<file path="config.mk">
export PLATFORM = sky130hd
export DESIGN_NAME = calc_sequencer
export DESIGN_NICKNAME = d
export VERILOG_FILES = /design/src/rtl/calc_sequencer.sv
export SDC_FILE = /design/constraint.sdc
export NUM_CORES = 1
export LEC_CHECK = 0
export CAP_MARGIN = 20
export CORE_MARGIN = 10
export CORE_UTILIZATION = 54
export CTS_BUF_LIST = sky130_fd_sc_hd__clkbuf_4
export DETAILED_ROUTE_END_ITERATION = 12
export HOLD_SLACK_MARGIN = 0.08
export PLACE_DENSITY = 0.77
export RECOVER_POWER = 100
export SETUP_SLACK_MARGIN = 0.5
export SYNTH_ARGS = -nofsm -noshare
export SYNTH_HDL_FRONTEND = slang
export SYNTH_SLANG_ARGS = --single-unit
export TNS_END_PERCENT = 20
</file>
<file path="constraint.sdc">
create_clock -name clk -period 1.9 [get_ports clk]
set_input_delay 0.38 -clock clk [delete_from_list [all_inputs] [get_ports clk]]
set_output_delay 0.38 -clock clk [all_outputs]
set_load 0.005 [all_outputs]
</file>
<file path="src/rtl/calc_sequencer.sv">
// Step-button front end for the 4-bit add/sub calculator: loads A0, A1 and the operation,
// lets the datapath settle, latches F/Cout, and drives the per-digit HEX enables.
module calc_sequencer #(
  parameter int SETTLE_CYCLES = 4,
  parameter int BLINK_DIV     = 12500000,
  parameter int CNT_W         = 24
) (
  input  logic       clk,
  input  logic       reset,
  input  logic       key_n,
  input  logic [3:0] sw_data,
  input  logic       sw_op,
  input  logic [3:0] F,
  input  logic       Cout,
  output logic [3:0] a0,
  output logic [3:0] a1,
  output logic       s,
  output logic [3:0] result,
  output logic       carry,
  output logic       valid,
  output logic       busy,
  output logic [2:0] state,
  output logic [5:0] digit_en
);

  typedef enum logic [2:0] {
    LOAD_A0 = 3'd0,
    LOAD_A1 = 3'd1,
    LOAD_OP = 3'd2,
    EXEC    = 3'd3,
    SHOW    = 3'd4
  } state_t;

  localparam int SET_W = $clog2(SETTLE_CYCLES + 1);

  state_t           st;
  logic [2:0]       k_sync;
  logic             step;
  logic [SET_W-1:0] settle;
  logic [CNT_W-1:0] bcnt;
  logic             blink;

  // Two synchronizer flops plus one history flop; a held key yields a single falling edge.
  always_ff @(posedge clk or posedge reset) begin
    if (reset) k_sync <= 3'b111;
    else       k_sync <= {k_sync[1:0], key_n};
  end

  assign step = k_sync[2] & ~k_sync[1];

  always_ff @(posedge clk or posedge reset) begin
    if (reset) begin
      st     <= LOAD_A0;
      a0     <= '0;
      a1     <= '0;
      s      <= 1'b0;
      result <= '0;
      carry  <= 1'b0;
      valid  <= 1'b0;
      busy   <= 1'b0;
      settle <= '0;
    end else begin
      case (st)
        LOAD_A0: if (step) begin
          a0    <= sw_data;
          valid <= 1'b0;
          st    <= LOAD_A1;
        end
        LOAD_A1: if (step) begin
          a1 <= sw_data;
          st <= LOAD_OP;
        end
        LOAD_OP: if (step) begin
          s      <= sw_op;
          settle <= '0;
          busy   <= 1'b1;
          st     <= EXEC;
        end
        EXEC: begin
          settle <= settle + 1'b1;
          if (settle == SET_W'(SETTLE_CYCLES - 1)) begin
            result <= F;
            carry  <= Cout;
            valid  <= 1'b1;
            busy   <= 1'b0;
            st     <= SHOW;
          end
        end
        SHOW: if (step) st <= LOAD_A0;
        default: st <= LOAD_A0;
      endcase
    end
  end

  always_ff @(posedge clk or posedge reset) begin
    if (reset) begin
      bcnt  <= '0;
      blink <= 1'b1;
    end else if (bcnt == CNT_W'(BLINK_DIV - 1)) begin
      bcnt  <= '0;
      blink <= ~blink;
    end else begin
      bcnt <= bcnt + 1'b1;
    end
  end

  assign state = st;

  // HEX5..HEX0 = A0, op, A1, '=', sign, F; the field being edited blinks.
  always_comb begin
    digit_en = 6'b000000;
    case (st)
      LOAD_A0: digit_en = {blink, 5'b00000};
      LOAD_A1: digit_en = {1'b1, 1'b0, blink, 3'b000};
      LOAD_OP: digit_en = {1'b1, blink, 1'b1, 3'b000};
      EXEC:    digit_en = 6'b111000;
      SHOW:    digit_en = 6'b111111;
      default: digit_en = 6'b000000;
    endcase
  end

endmodule

</file>
### Placement by cell class

Scale: 6 px per um.
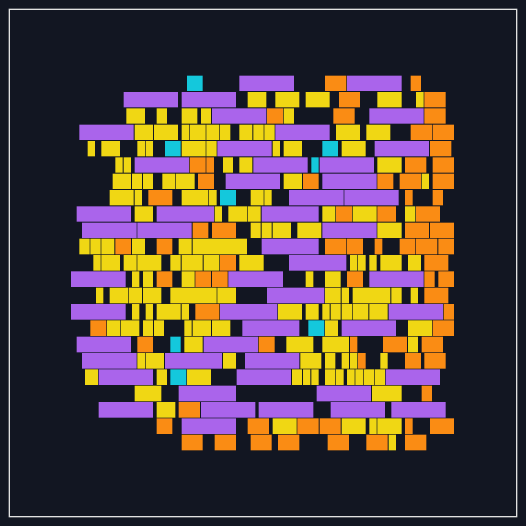
| color | class | cells | share of their area |
|---|---|---|---|
| orange | remaining buffers and delay cells | 73 | 21% |
| purple | sequential cells | 50 | 42% |
| cyan | clock drivers and dummy loads | 8 | 1.8% |
| yellow | remaining logic cells | 147 | 35% |
Post-Route Utilization: 0.7626
design area: 0.003050 mm^2

### Signal wires on met3

Scale: 3 px per um. Cells faint in the background.
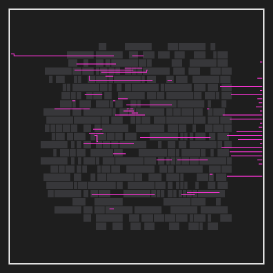
wire length on this layer: 406 um
nets with wire on the layer: 42
share of all routed wire: 7.2%
final WL: 5659 um
routing usage on met3: 0.05024
DR vias: 1,851

### Drive-strength map

Scale: 4 px per um.
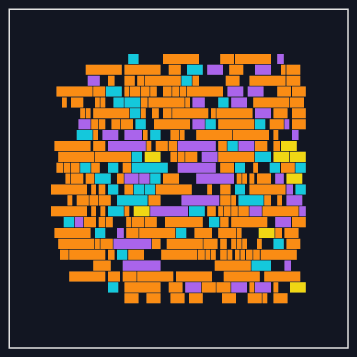
| color | size | cells | share | most used |
|---|---|---|---|---|
| yellow | x6 and larger | 8 | 2.9% | buf_6 |
| purple | x2 | 39 | 14% | mux2_2 |
| orange | x1 and smaller | 190 | 68% | dfrtp_1 |
| cyan | x3 and x4 | 41 | 15% | buf_4 |

==> metrics.yaml <==
status: "finished clean"
ff_count: 50
num_antenna_cells: 0
top_layer: "met4"
instances_no_fill: 328
synthToLayoutAreaGrowth_pct: 36.58
wl_met1_um: 2267
ys.flops: 50
rr_endpoint: "bcnt[23]$_DFF_PP0_"
drive_above_1_share: 0.3165
clk_latency_ns: 0.39
cts_tree: "done"
crit_chain: "nor2_4 -> buf_6 -> mux2i_1 -> buf_2"
numPortBuffers: 37
synthArstFlopShare: 1.000
hpwlAfterDp_um: 3160
hold_slack_ns: 0.3594
grt_pass1_vias: 1797
ys_sh_aoi: 0.07283
ys_top_cells_by_count: "dfrtp_1, nand2_1, nor2_1"
p_sw_uw: 941.3
adder_share: 0.01681
regArea_mm2: 0.001262
finalHoldViolations: 0
